[src/rtl/cordic_gain_comp.sv]
// Magnitude gain compensation for the CORDIC vectoring core: bit-serial multiply by 1/K.
// Build option: define CGC_ROUND_EN to round half toward +inf; undefined truncates toward -inf.
module cordic_gain_comp #(
    parameter int N    = 31,
    parameter int M    = 31,
    parameter int FRAC = 20,
    parameter int KINV = 636751
) (
    input  logic         clk,
    input  logic         rst,
    input  logic         in_valid,
    output logic         in_ready,
    input  logic [N:0]   x_in,
    input  logic [M:0]   angle_in,
    output logic         out_valid,
    input  logic         out_ready,
    output logic [N:0]   mag_out,
    output logic [M:0]   angle_out,
    output logic         busy
);

    localparam int AW = N + 1 + FRAC + 1;
    localparam int CW = $clog2(FRAC + 1);
    localparam logic [FRAC-1:0] KINV_BITS = FRAC'(KINV);
`ifdef CGC_ROUND_EN
    localparam logic signed [AW-1:0] RND = AW'(1) << (FRAC - 1);
`else
    localparam logic signed [AW-1:0] RND = '0;
`endif

    typedef enum logic [1:0] {IDLE, MUL, DONE} state_t;

    state_t                 state;
    logic [CW-1:0]          cnt;
    logic signed [AW-1:0]   acc;
    logic signed [AW-1:0]   x_lat;
    logic [M:0]             angle_lat;
    logic signed [AW-1:0]   acc_rounded;
    logic signed [AW-1:0]   acc_shifted;

    assign in_ready  = (state == IDLE);
    assign out_valid = (state == DONE);
    assign busy      = (state != IDLE);

    assign acc_rounded = acc + RND;
    assign acc_shifted = acc_rounded >>> FRAC;

    // Bits 0..FRAC-1 are accumulated on cnt = 0..FRAC-1; the extra edge at
    // cnt == FRAC registers the rounded, rescaled product into the outputs.
    always_ff @(posedge clk) begin
        if (rst) begin
            state     <= IDLE;
            cnt       <= '0;
            acc       <= '0;
            x_lat     <= '0;
            angle_lat <= '0;
            mag_out   <= '0;
            angle_out <= '0;
        end else begin
            case (state)
                IDLE: begin
                    if (in_valid) begin
                        x_lat     <= AW'(signed'(x_in));
                        angle_lat <= angle_in;
                        acc       <= '0;
                        cnt       <= '0;
                        state     <= MUL;
                    end
                end
                MUL: begin
                    if (cnt == CW'(FRAC)) begin
                        mag_out   <= acc_shifted[N:0];
                        angle_out <= angle_lat;
                        state     <= DONE;
                    end else begin
                        if (KINV_BITS[cnt]) begin
                            acc <= acc + (x_lat <<< cnt);
                        end
                        cnt <= cnt + CW'(1);
                    end
                end
                DONE: begin
                    if (out_ready) begin
                        state <= IDLE;
                    end
                end
                default: state <= IDLE;
            endcase
        end
    end

endmodule

[config.mk]
export PLATFORM = sky130hd
export DESIGN_NAME = cordic_gain_comp
export DESIGN_NICKNAME = d
export VERILOG_FILES = /design/src/rtl/cordic_gain_comp.sv
export SDC_FILE = /design/constraint.sdc
export NUM_CORES = 1
export LEC_CHECK = 0
export CAP_MARGIN = 10
export CORE_UTILIZATION = 59
export CTS_BUF_LIST = sky130_fd_sc_hd__clkbuf_16
export CTS_CLUSTER_SIZE = 40
export DETAILED_ROUTE_END_ITERATION = 7
export HOLD_SLACK_MARGIN = 0.03
export PLACE_DENSITY_LB_ADDON = 0.12
export SLEW_MARGIN = 20
export SYNTH_ARGS = -nofsm -noshare
export SYNTH_HDL_FRONTEND = slang
export SYNTH_SLANG_ARGS = --single-unit
[constraint.sdc]
create_clock -name clk -period 10.3 [get_ports clk]
set_input_delay 2.06 -clock clk [delete_from_list [all_inputs] [get_ports clk]]
set_output_delay 2.06 -clock clk [all_outputs]
set_load 0.05 [all_outputs]
**M3 wires**

The bar under the picture is 50 um long.
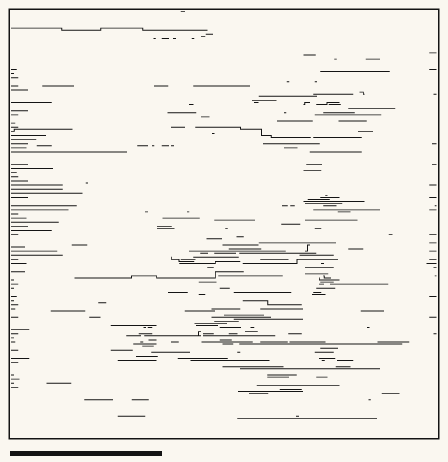
main direction = horizontal
share of all routed wire = 6.6%
longest straight run = 53.4 um
wire length on this layer = 2080 um

**Placed cells, one color a class**

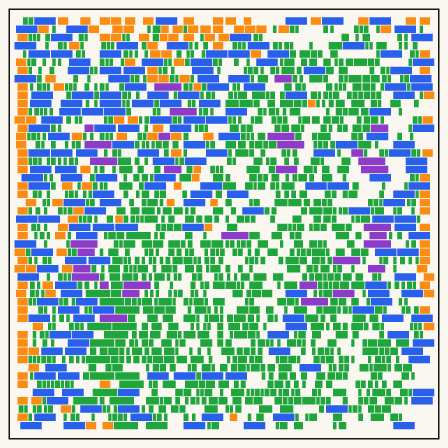
all other logic -> green  # cells 1229
other buffers and delay cells -> orange  # cells 146
clock drivers and dummy loads -> purple  # cells 32
flops -> blue  # cells 188

**Placement view**

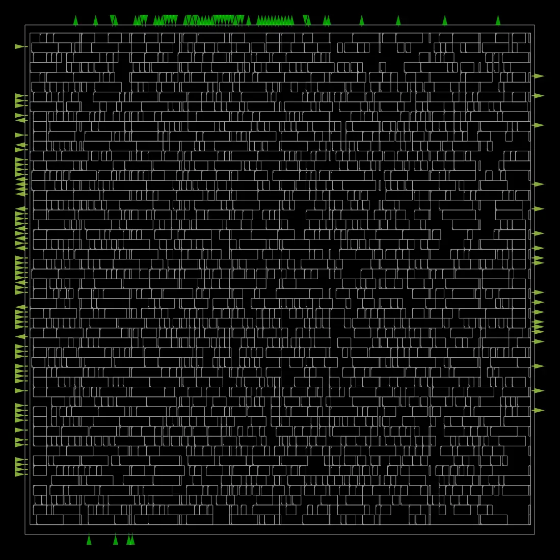
number of filler cells placed in the layout: 1560
placeable core region: 18830 sq um
Seq area share: 0.2801
row cnt: 50
Tap Count: 260

**Cell area per tile**

14 x 14 tiles, from white (low) to dark blue (high), 0 to 100% covered.
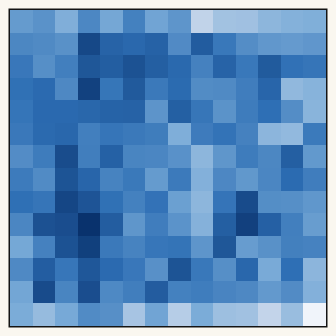
tiles over 75% full = 27%
fullest tile = 99%
mean over tiles = 66%

**Sequential cells colored by netlist name**

The bar under the picture is 50 um long. Other sequential cells in the stronger gray, the rest of the logic in the fainter gray.
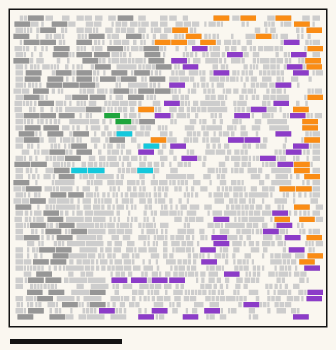
`state` -> green  # sequential cells 2
`mag_out` -> orange  # sequential cells 32
`cnt` -> cyan  # sequential cells 5
`acc` -> purple  # sequential cells 52
not colored = 97

==> results.cfg <==
; generated from flow reports
[synth]
synthCells = 1516
mappedNetlistArea_sq_um = 11390
share_of_flip_flops_with_an_asynchronous_set_or_reset = 0
edf_count = 0
yosys.area_share.aoi = 0.2315
post_synth_main_logic_family = AND-OR/OR-AND gates
synth_area_per_cell_sq_um = 7.514
synth-cells-yosys = 1516
synth-seq-area-share = 0.3304
xor_xnor_share = 0.02999
synth_simple_gate_area_share = 0.2136
number_of_unique_standard_cell_types_used_by_synthesis = 61
postSynth.topFlopCell = dfxtp_1
ys_warn_count = 0
synth.ff_latch_count = 188
yosys.area_share.adder = 0.06327
muxShareOfSynthArea = 0.08864
synth_chip_area_sq_um = 11390
floorplan.nets = 1641

[grt]
grt_max_degree = 96
gr-total-overflow = 0
grt.met2_usage = 0.5177
busiest_layer = met2
vias_in_the_first_global_route = 10140
grt_pass1_wl_um = 51240
grt_use_met1 = 0.4220
globalRouteMet3Util = 0.06624
grt.total_usage = 0.3227
antenna_found_initial = 0

[timing]
hold_viol = 0
grt_setup_unrepaired = false
finalCriticalPeriod_ns = 4.901
fin_setup_tns_ns = 0
maxSlewHeadroom = 0.2880
worst_slew_pin_slew_ns = 1.062
setup_violations = 0
fmaxAchievable_ghz = 0.2041
timing.clock.skew_ns = 0.01225
slew_violations = 0
finalCritPeriodShare = 0.4758

[flow_run]
stage_log_warnings = 29
max_cap_violations = 0

[drt]
dr_wl_cell_um = 16.91
overall_routed_net_length_um = 31370
num_vias = 11020
detailedRoute.firstIterationViolations = 961
vias_per_cell = 5.942
route.detailed.drc = 0
drt_pass1_iterations = 6
antenna_violating_nets_post_route = 0

[place]
detailed_place_hpwl_um = 22600
place.detailed.instances = 1823
io_buf_count = 134
gp_congestion = 0.9968

[cells_and_area]
final_nets = 1707
postLayoutCoreUtil = 0.7139
lay_top_cells = 369 x nand2_1, 229 x a21oi_1, 187 x dfxtp_1
final_cell_count_no_fill = 1855
layout_top_cell = nand2_1
layout-drive-gt1-share = 0.05893
synthToLayoutAreaGrowth_pct = 18.01
antenna-diode-count = 0

[setup_path]
r2r-start = cnt[1]
cp_slowest_stage_delay_ns = 0.95
cell_type_group_with_the_largest_total_delay_on_the_critical_path = AND-OR/OR-AND gates
setup.worst_path.class = flip-flop to flip-flop
worstSetupStartpoint = cnt[1]
critPathSlowestCell = dfxtp_2
crit_path_max_fanout = 47
ff2ff_path_depth = 14
total_number_of_cells_along_the_worst_setup_path = 14
worstPathArrival_ns = 5.25
startpoint_type = flip-flop
rrSetupSlack_ns = 5.40
critical_path.endpoint = acc[44]
crit_top_cell = o21ai_0
crit_buf_inv = 0
cp-end-kind = flip-flop
crit_required_ns = 10.64
critical_path.cell_chain = mux2_2 -> o21ai_0 -> o21ai_0 -> o21ai_0 -> o22ai_1 -> ha_1 -> nand2_1 -> nor2_1 -> a21o_1 -> a311oi_1 -> a2111oi_1 -> o21ai_0 -> mux2i_1 -> nand2_1
worst_reg2reg_endpoint = acc[44]

[pwr]
share_clk_of_total_power = 0.415
power_top_consumer = sequential cells
comb-power_mw = 0.255
maximum_vdd_drop_uv = 116.5
seq_power_share = 0.438
p_sw_frac = 0.3147
power.switching_mw = 0.5487
pwr_density_cell_nw_per_um2 = 129.7
power.internal_mw = 1.195
static-leakage-power_nw = 5.047
clockNetworkPower_mw = 0.724
power_frac_comb = 0.146
pg_seq_mw = 0.764

[clock_network]
holdBufCountCts = 0
cts_max_path_buffers = 2
post_cts_resized = 0
worst_skew_pair.late_latency_ns = 0.45
num_cts_buffers = 17
tritoncts_clock_tree = built
cts.repair_timing.setup_buffer_count = 0
h_tree_depth = 4
clkSlewWorstSetupHoldPaths_ns = 0.09
clock-sinks = 188
cts-root-buf = clkbuf_16

[worst_hold_path]
min_from = angle_lat[3]
hold-path-endpoint = angle_out[3]
timing.hold.worst.class = flip-flop to flip-flop
hold_depth = 2

[floorplanning]
io-pin-count = 135
fp_util = 0.6049
die-width_um = 141.0
fp.dieH_um = 141.0
die-area_sq_um = 19870

[status]
status = finished, final reports clean
-- per-stage QoR --
stage / power [mW] / setup WS [ns] / instance area [sq um] / hold slack, ns
after floorplan: 0.9481 / 6.066 / 11390 / 0.4315
after global placement: 1.026 / 5.179 / 12790 / 0.4357
after detailed placement: 1.031 / 5.085 / 12790 / 0.4440
after CTS: 1.749 / 5.466 / 13440 / 0.4466
after global routing: 1.813 / 5.105 / 13440 / 0.4628
final: 1.744 / 5.399 / 13440 / 0.4456
-- Yosys cell counts (2+ instances only) --
master | count | share of area
o211ai_1 | 3 | 0.0020
inv_1 | 28 | 0.0092
o21bai_1 | 13 | 0.0086
and4_1 | 2 | 0.0015
o21ai_1 | 5 | 0.0022
nand2b_1 | 5 | 0.0027
and3_1 | 12 | 0.0066
mux4_2 | 16 | 0.032
o31ai_1 | 3 | 0.0020
a311oi_1 | 3 | 0.0023
mux2i_1 | 48 | 0.042
dfxtp_1 | 188 | 0.33
a21o_1 | 25 | 0.016
buf_1 | 15 | 0.0049
mux2_2 | 15 | 0.015
nor2b_1 | 17 | 0.0093
a2111o_1 | 2 | 0.0020
buf_2 | 3 | 0.0013
or2_2 | 5 | 0.0027
and2_1 | 9 | 0.0049
a31oi_1 | 7 | 0.0038
nor2_1 | 89 | 0.029
nand3_1 | 21 | 0.0092
a32o_1 | 5 | 0.0044
o22ai_1 | 10 | 0.0055
ha_1 | 56 | 0.062
o21ai_0 | 72 | 0.032
a22oi_1 | 21 | 0.014
a211oi_1 | 16 | 0.011
nor4_1 | 4 | 0.0022
o2111ai_1 | 2 | 0.0015
nand4_1 | 16 | 0.0088
clkbuf_1 | 81 | 0.027
a22o_1 | 2 | 0.0015
xor2_1 | 12 | 0.0092
nor3_1 | 15 | 0.0066
xnor2_1 | 27 | 0.021
a221oi_1 | 3 | 0.0023
o21a_1 | 11 | 0.0072
a21oi_1 | 229 | 0.10
a211o_1 | 2 | 0.0015
nand2_1 | 370 | 0.12
or3_1 | 10 | 0.0055
-- flip-flops by register name, summed over array words and instances, names as in the netlist, named ones only --
register / cells
acc: 52
angle_lat: 32
angle_out: 32
cnt: 5
mag_out: 32
state: 2
x_lat: 32
-- worst register-to-register path, cell delays in order (launching register included) --
cell	delay (ns)
dfxtp_2	0.95
mux2_2	0.44
o21ai_0	0.23
o21ai_0	0.23
o21ai_0	0.35
o22ai_1	0.16
ha_1	0.42
nand2_1	0.14
nor2_1	0.25
a21o_1	0.19
a311oi_1	0.15
a2111oi_1	0.76
o21ai_0	0.27
mux2i_1	0.20
nand2_1	0.07
-- final cells by class --
| type | count | area [sq um] | share of cell area |
|---|---|---|---|
| Multi-Input combinational cell | 1200 | 7163 | 0.5329 |
| Sequential cell | 188 | 3765 | 0.2801 |
| Timing Repair Buffer | 146 | 1429 | 0.1063 |
| Clock buffer | 17 | 425.4 | 0.03165 |
| Tap cell | 260 | 325.3 | 0.02420 |
| Clock inverter | 15 | 226.5 | 0.01685 |
| Inverter | 29 | 108.9 | 0.008098 |
-- layer usage --
layer  up-vias  wire (um)
li1       5460          -
met1      5099      13700
met2       385      14460
met3        78       2075
met4         0       1137
met5         -          0
Power and IR drop assume default switching activity.
